File: src/rtl/mac_post_pkg.sv
// Shared widths and arithmetic helpers for the MAC post-processing stage.
// Build option: define MAC_POST_RELU6_EN to clamp at fixed-point 6.0 (ReLU6) instead of full scale.
package mac_post_pkg;

   localparam int DW_DEF    = 32;
   localparam int OW_DEF    = 8;
   localparam int SHIFT_DEF = 8;
   localparam int FRAC_DEF  = 4;
   localparam int DEPTH_DEF = 4;

   localparam int SUMW = DW_DEF + 1;
   localparam int RNDW = DW_DEF + 2;

`ifdef MAC_POST_RELU6_EN
   localparam bit RELU6 = 1'b1;
`else
   localparam bit RELU6 = 1'b0;
`endif

   function automatic int umax_calc(input int ow, input int frac);
      int full_scale;
      int six;
      full_scale = (1 << ow) - 1;
      six        = 6 * (1 << frac);
      return (RELU6 && (six < full_scale)) ? six : full_scale;
   endfunction

   // Round half up, then arithmetic shift; 64 bits leaves headroom for any DW up to 61.
   function automatic logic signed [63:0] round_shift(input logic signed [63:0] v,
                                                      input int sh);
      logic signed [63:0] half;
      half = 64'sd1 <<< (sh - 1);
      return (v + half) >>> sh;
   endfunction

endpackage

File: src/rtl/mac_post_proc_if.sv
// Output activation stream from the post-processing FIFO to the write-back path.
interface mac_post_if #(parameter int OW = 8);
   // valid/ready: a transfer occurs on each rising edge where out_valid and out_ready are both 1;
   // out_data holds steady while out_valid=1 and out_ready=0, and out_valid never drops without a transfer.
   logic [OW-1:0] out_data;
   logic          out_valid;
   logic          out_ready;

   modport master (output out_data, output out_valid, input out_ready);
   modport slave  (input out_data, input out_valid, output out_ready);
endinterface

File: src/rtl/post_fifo.sv
// Small synchronous FIFO; the head entry is read straight from the storage registers.
module post_fifo #(
   parameter int W     = 8,
   parameter int DEPTH = 4
) (
   input  logic         clk,
   input  logic         rst_n,
   input  logic         push,
   input  logic         pop,
   input  logic [W-1:0] din,
   output logic [W-1:0] dout,
   output logic         full,
   output logic         empty
);

   localparam int AW = $clog2(DEPTH);

   logic [W-1:0]  mem [DEPTH];
   logic [AW-1:0] wr_ptr;
   logic [AW-1:0] rd_ptr;
   logic [AW:0]   count;

   always_ff @(posedge clk or negedge rst_n) begin
      if (!rst_n) begin
         for (int i = 0; i < DEPTH; i++) mem[i] <= '0;
         wr_ptr <= '0;
         rd_ptr <= '0;
         count  <= '0;
      end else begin
         if (push) begin
            mem[wr_ptr] <= din;
            wr_ptr      <= wr_ptr + AW'(1);
         end
         if (pop) rd_ptr <= rd_ptr + AW'(1);
         case ({push, pop})
            2'b10:   count <= count + (AW+1)'(1);
            2'b01:   count <= count - (AW+1)'(1);
            default: count <= count;
         endcase
      end
   end

   // When full, a simultaneous pop frees the slot at wr_ptr (== rd_ptr) for the incoming write.
   assign dout  = mem[rd_ptr];
   assign full  = (count == (AW+1)'(DEPTH));
   assign empty = (count == '0);

endmodule

File: src/rtl/mac_post_proc.sv
// MAC post-processing: bias add, rounding requantise, ReLU clamp and output FIFO.
// Build option: MAC_POST_RELU6_EN selects the ReLU6 clamp ceiling (see mac_post_pkg).
module mac_post_proc
   import mac_post_pkg::*;
#(
   parameter int DW    = DW_DEF,
   parameter int OW    = OW_DEF,
   parameter int SHIFT = SHIFT_DEF,
   parameter int FRAC  = FRAC_DEF,
   parameter int DEPTH = DEPTH_DEF
) (
   input  logic          clk,
   input  logic          rst_n,
   input  logic [DW-1:0] mac_result,
   input  logic          mac_done,
   input  logic [DW-1:0] bias,
   input  logic          bias_ld,
   input  logic          ovf_clr,
   output logic          ovf,
   mac_post_if.master    out_if
);

   localparam int            UMAX   = umax_calc(OW, FRAC);
   localparam logic [OW-1:0] UMAX_V = OW'(UMAX);

   logic [DW-1:0]        bias_reg;
   logic signed [DW:0]   s1_sum;
   logic                 s1_vld;
   logic [OW-1:0]        s2_data;
   logic                 s2_vld;
   logic signed [63:0]   rnd;
   logic [OW-1:0]        clamp_q;
   logic                 fifo_full;
   logic                 fifo_empty;
   logic                 pop;
   logic                 push;
   logic                 drop;

   always_comb begin
      rnd = round_shift({{(63-DW){s1_sum[DW]}}, s1_sum}, SHIFT);
      if (rnd < 0)
         clamp_q = '0;
      else if (rnd > longint'(UMAX))
         clamp_q = UMAX_V;
      else
         clamp_q = rnd[OW-1:0];
   end

   // Capture reads bias_reg before this edge's load, so a coincident bias_ld applies to the next result.
   always_ff @(posedge clk or negedge rst_n) begin
      if (!rst_n) begin
         bias_reg <= '0;
         s1_sum   <= '0;
         s1_vld   <= 1'b0;
         s2_data  <= '0;
         s2_vld   <= 1'b0;
         ovf      <= 1'b0;
      end else begin
         if (bias_ld) bias_reg <= bias;
         s1_vld <= mac_done;
         if (mac_done)
            s1_sum <= $signed({mac_result[DW-1], mac_result}) + $signed({bias_reg[DW-1], bias_reg});
         s2_vld <= s1_vld;
         if (s1_vld) s2_data <= clamp_q;
         if (drop)
            ovf <= 1'b1;
         else if (ovf_clr)
            ovf <= 1'b0;
      end
   end

   assign pop  = out_if.out_valid & out_if.out_ready;
   assign push = s2_vld & (~fifo_full | pop);
   assign drop = s2_vld & fifo_full & ~pop;

   post_fifo #(.W(OW), .DEPTH(DEPTH)) u_fifo (
      .clk   (clk),
      .rst_n (rst_n),
      .push  (push),
      .pop   (pop),
      .din   (s2_data),
      .dout  (out_if.out_data),
      .full  (fifo_full),
      .empty (fifo_empty)
   );

   assign out_if.out_valid = ~fifo_empty;

endmodule

File: src/flat_wrapper.sv
// flat-port wrapper written by rule: the top's interface ports become plain ports
module mac_post_proc_flat import mac_post_pkg::*;
#(
   parameter int DW    = DW_DEF,
   parameter int OW    = OW_DEF,
   parameter int SHIFT = SHIFT_DEF,
   parameter int FRAC  = FRAC_DEF,
   parameter int DEPTH = DEPTH_DEF
)
  (clk, rst_n, mac_result, mac_done, bias, bias_ld, ovf_clr, ovf, out_if_out_data, out_if_out_valid, out_if_out_ready);
  mac_post_if #(.OW(OW)) out_if_i ();
  input  logic clk;
  input  logic rst_n;
  input  logic [DW-1:0] mac_result;
  input  logic mac_done;
  input  logic [DW-1:0] bias;
  input  logic bias_ld;
  input  logic ovf_clr;
  output logic ovf;
  output wire logic [$bits(out_if_i.out_data)-1:0] out_if_out_data;
  output wire logic [$bits(out_if_i.out_valid)-1:0] out_if_out_valid;
  input wire logic [$bits(out_if_i.out_ready)-1:0] out_if_out_ready;
  assign out_if_out_data = out_if_i.out_data;
  assign out_if_out_valid = out_if_i.out_valid;
  assign out_if_i.out_ready = out_if_out_ready;
  mac_post_proc #(.DW(DW), .OW(OW), .SHIFT(SHIFT), .FRAC(FRAC), .DEPTH(DEPTH)) u_core (.clk(clk), .rst_n(rst_n), .mac_result(mac_result), .mac_done(mac_done), .bias(bias), .bias_ld(bias_ld), .ovf_clr(ovf_clr), .ovf(ovf), .out_if(out_if_i));
endmodule
File: config.mk
export PLATFORM = sky130hd
export DESIGN_NAME = mac_post_proc_flat
export DESIGN_NICKNAME = d
export VERILOG_FILES = /design/src/rtl/mac_post_pkg.sv /design/src/rtl/mac_post_proc_if.sv /design/src/rtl/post_fifo.sv /design/src/rtl/mac_post_proc.sv /design/src/flat_wrapper.sv
export SDC_FILE = /design/constraint.sdc
export NUM_CORES = 1
export LEC_CHECK = 0
export ABC_AREA = 1
export CAP_MARGIN = 25
export CELL_PAD_IN_SITES_DETAIL_PLACEMENT = 1
export CELL_PAD_IN_SITES_GLOBAL_PLACEMENT = 2
export CORE_MARGIN = 8
export CORE_UTILIZATION = 34
export CTS_CLUSTER_DIAMETER = 120
export CTS_CLUSTER_SIZE = 14
export DETAILED_ROUTE_END_ITERATION = 7
export PLACE_DENSITY_LB_ADDON = 0.1
export SLEW_MARGIN = 10
export SYNTH_ARGS = -nofsm -noshare
export SYNTH_HDL_FRONTEND = slang
export SYNTH_SLANG_ARGS = --single-unit
File: constraint.sdc
create_clock -name clk -period 2.8 [get_ports clk]
set_input_delay 0.42 -clock clk [delete_from_list [all_inputs] [get_ports clk]]
set_output_delay 0.42 -clock clk [all_outputs]
set_load 0.02 [all_outputs]
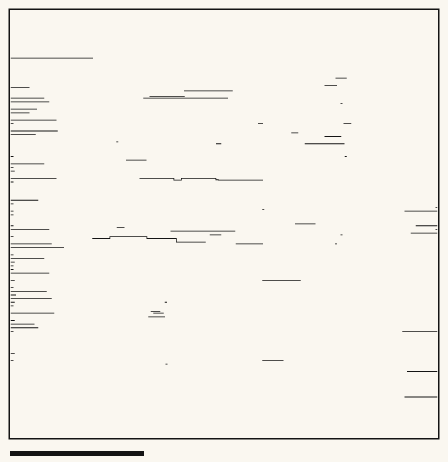
**Above:** met3 routing.
Bar = 50 µm.
69 nets have wire on it. The layer holds 3.1% of the routed length. The wires run mostly horizontal.

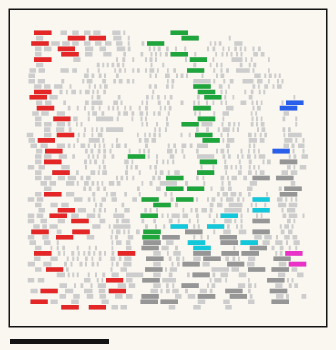
**Above:** sequential cells grouped by signal name.
Bar = 50 µm. Other sequential cells in the stronger gray, the rest of the logic in the fainter gray.
Cyan is u_core.s2_data, flops 8. Blue is u_core.u_fifo.count, flops 3. Green is u_core.s1_sum, flops 26. Magenta is u_core.u_fifo.rd_ptr, flops 2. Red is u_core.bias_reg, flops 32, where a column on the left.
Another 37 sequential cells are not colored.

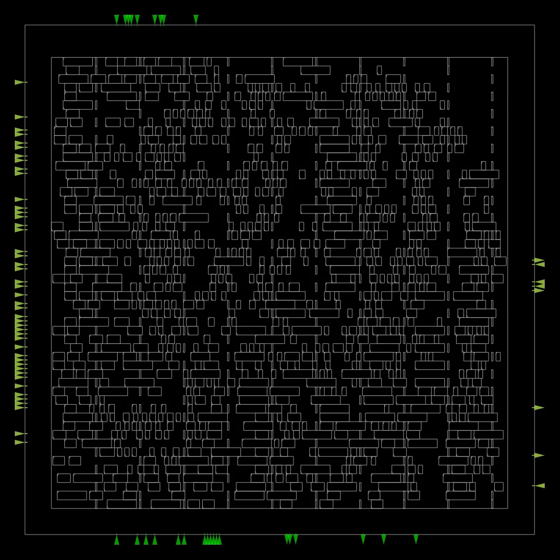
**Above:** cell outlines without signal wires.
Core Region: 20230 µm²
fin cells: 1229
well tap count: 270
Util after Layout: 42.22%
Fillers: 2443

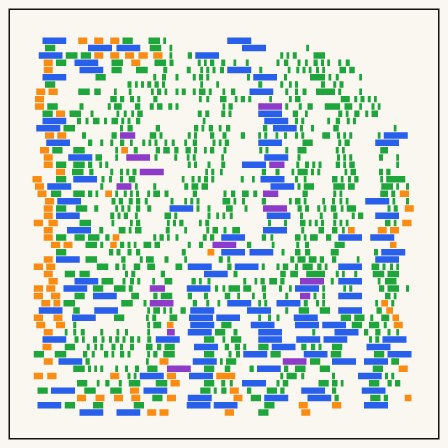
**Above:** cell classes on the final placement.
Orange is remaining buffers and delay cells, cells 92. Blue is sequential cells, cells 108. Green is remaining logic cells, cells 743. Purple is clock drivers and dummy loads, cells 16.

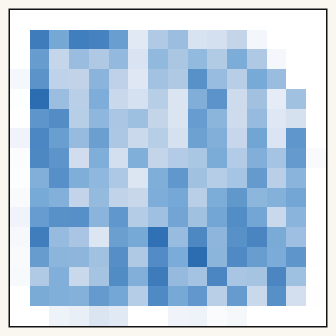
**Above:** cell area per tile.
The die is cut into 16 by 16 equal tiles; white is low, dark blue is high, 0 to 100% covered.
18% of the tiles are nearly empty. The fullest tile reaches 76%. The emptiest ninth of the die: upper right.

==> impl_metrics.json <==
{
  "fin_nets": 1062,
  "critPathCapture": "out_if_out_data[3]",
  "hp-class": "in -> async",
  "preCtsSetupSlack_ns": 0.09686,
  "report.final.slew_viol_count": 0,
  "worstMarginPinSlew_ns": 0.7605,
  "status": "finished, final reports clean",
  "die_y_um": 159.7,
  "ys_ff": 108,
  "portBuffers": 79,
  "synth.distinct_cells": 40,
  "synth_area_um2": 7025,
  "placed_cell_area_um2": 8217,
  "std_cell_rows": 52,
  "path_clk_slew_ns": 0.09,
  "yosysWarnings": 0,
  "lay_top_count": "nand2_1",
  "cts.repair.resized": 0,
  "fmax_mhz": 372.2,
  "critPathMaxFanout": 9,
  "cts_setup_buffers": 0,
  "drive_gt1_share_pct": 13.66,
  "fin_area_um2": 8543,
  "drt-total-wl_um": 21440,
  "syn_to_final_growth_pct": 21.60,
  "ys_seq_share_pct": 38.47,
  "grt_pass1_wl_um": 36050,
  "critPathRequiredTime_ns": 2.38,
  "setup_viol": 0,
  "critPathLaunchType": "flip-flop",
  "cts_tree": "done",
  "drtAntennaViolNets": 0,
  "wl_per_cell_um": 17.44,
  "grt_max_degree": 47,
  "grt_use_met1_pct": 21.96,
  "ioPinCount": 80,
  "p_per_area_nw_per_um2": 737.3,
  "cts.sink_count": 108
}
-- report_power, final --
group          total [µW]  switching (µW)  internal, µW
Combinational        2560            1420          1130
Clock                1370             718           656
Sequential           2370             378          1990
-- cell families (layout without fill, tap and decap cells) --
| group | Yosys count | after routing | share of synthesized area (%) |
|---|---|---|---|
| AND-OR/OR-AND | 136 | 136 | 10.88 |
| XOR/XNOR | 22 | 22 | 2.743 |
| adder cells (fa/ha/maj) | 38 | 38 | 6.874 |
| buffers and inverters | 94 | 190 | 5.022 |
| flip-flops | 108 | 108 | 38.47 |
| multiplexers | 64 | 64 | 10.26 |
| AND/OR/NAND/NOR | 401 | 401 | 25.75 |
-- worst max-delay path, stage by stage, from the launching register on --
cell and delay (ns):
dfrtp_1 0.52, inv_1 0.36, o21ai_0 0.19, o22ai_1 0.19
clkdlybuf4s50_1 0.64
-- Yosys cell counts, types with 2 or more instances --
| cell type | n | area share (%) |
|---|---|---|
| a21oi_1 | 45 | 3.2 |
| nand3_1 | 52 | 3.7 |
| nor2_1 | 81 | 4.3 |
| nand2_1 | 204 | 11 |
| a21o_1 | 5 | 0.53 |
| inv_2 | 2 | 0.11 |
| mux2_2 | 64 | 10 |
| a21boi_0 | 2 | 0.21 |
| nor4_1 | 2 | 0.18 |
| or2_2 | 2 | 0.18 |
| nand3_2 | 3 | 0.43 |
| nor3_1 | 8 | 0.57 |
| o211ai_1 | 3 | 0.32 |
| clkbuf_1 | 8 | 0.43 |
| o22ai_1 | 10 | 0.89 |
| nand2_4 | 2 | 0.32 |
| o21a_1 | 4 | 0.43 |
| nor2_2 | 14 | 1.2 |
| inv_1 | 79 | 4.2 |
| nand4_1 | 11 | 0.98 |
| o2111ai_1 | 2 | 0.25 |
| buf_1 | 4 | 0.21 |
| o21bai_1 | 2 | 0.21 |
| nand3b_1 | 10 | 1.1 |
| nand2_2 | 5 | 0.45 |
| ha_1 | 37 | 6.6 |
| xnor2_1 | 13 | 1.6 |
| xor2_1 | 9 | 1.1 |
| nor2_4 | 3 | 0.48 |
| o21ai_0 | 59 | 4.2 |
| nor4_2 | 2 | 0.36 |
| dfrtp_1 | 108 | 38 |
-- through the flow --
stage / total power, µW / instances
3_5_place_dp: 4985 / 1213
5_1_grt: 6801 / 1229
2_1_floorplan: 3969 / 863
6_report: 6299 / 1229
4_1_cts: 6406 / 1229
3_3_place_gp: 4868 / 1213
-- area by class of cell --
cell class              instances  area share, %
multi-input cells             661          46.47
flip-flops and latches        108          31.63
repair buffers                 92          10.52
well taps                     270          3.954
inverters                      82          3.603
clock buffers                   9          2.636
clock inverters                 7          1.186
-- metal layers --
layer  vias to the layer above  share of wire (%)
li1                       3062                  -
met1                      2992                 48
met2                        98                 47
met3                        23                3.1
met4                         0                2.0
met5                         -                  0
Power figures rest on the tool's default switching activity, not on a simulated workload.
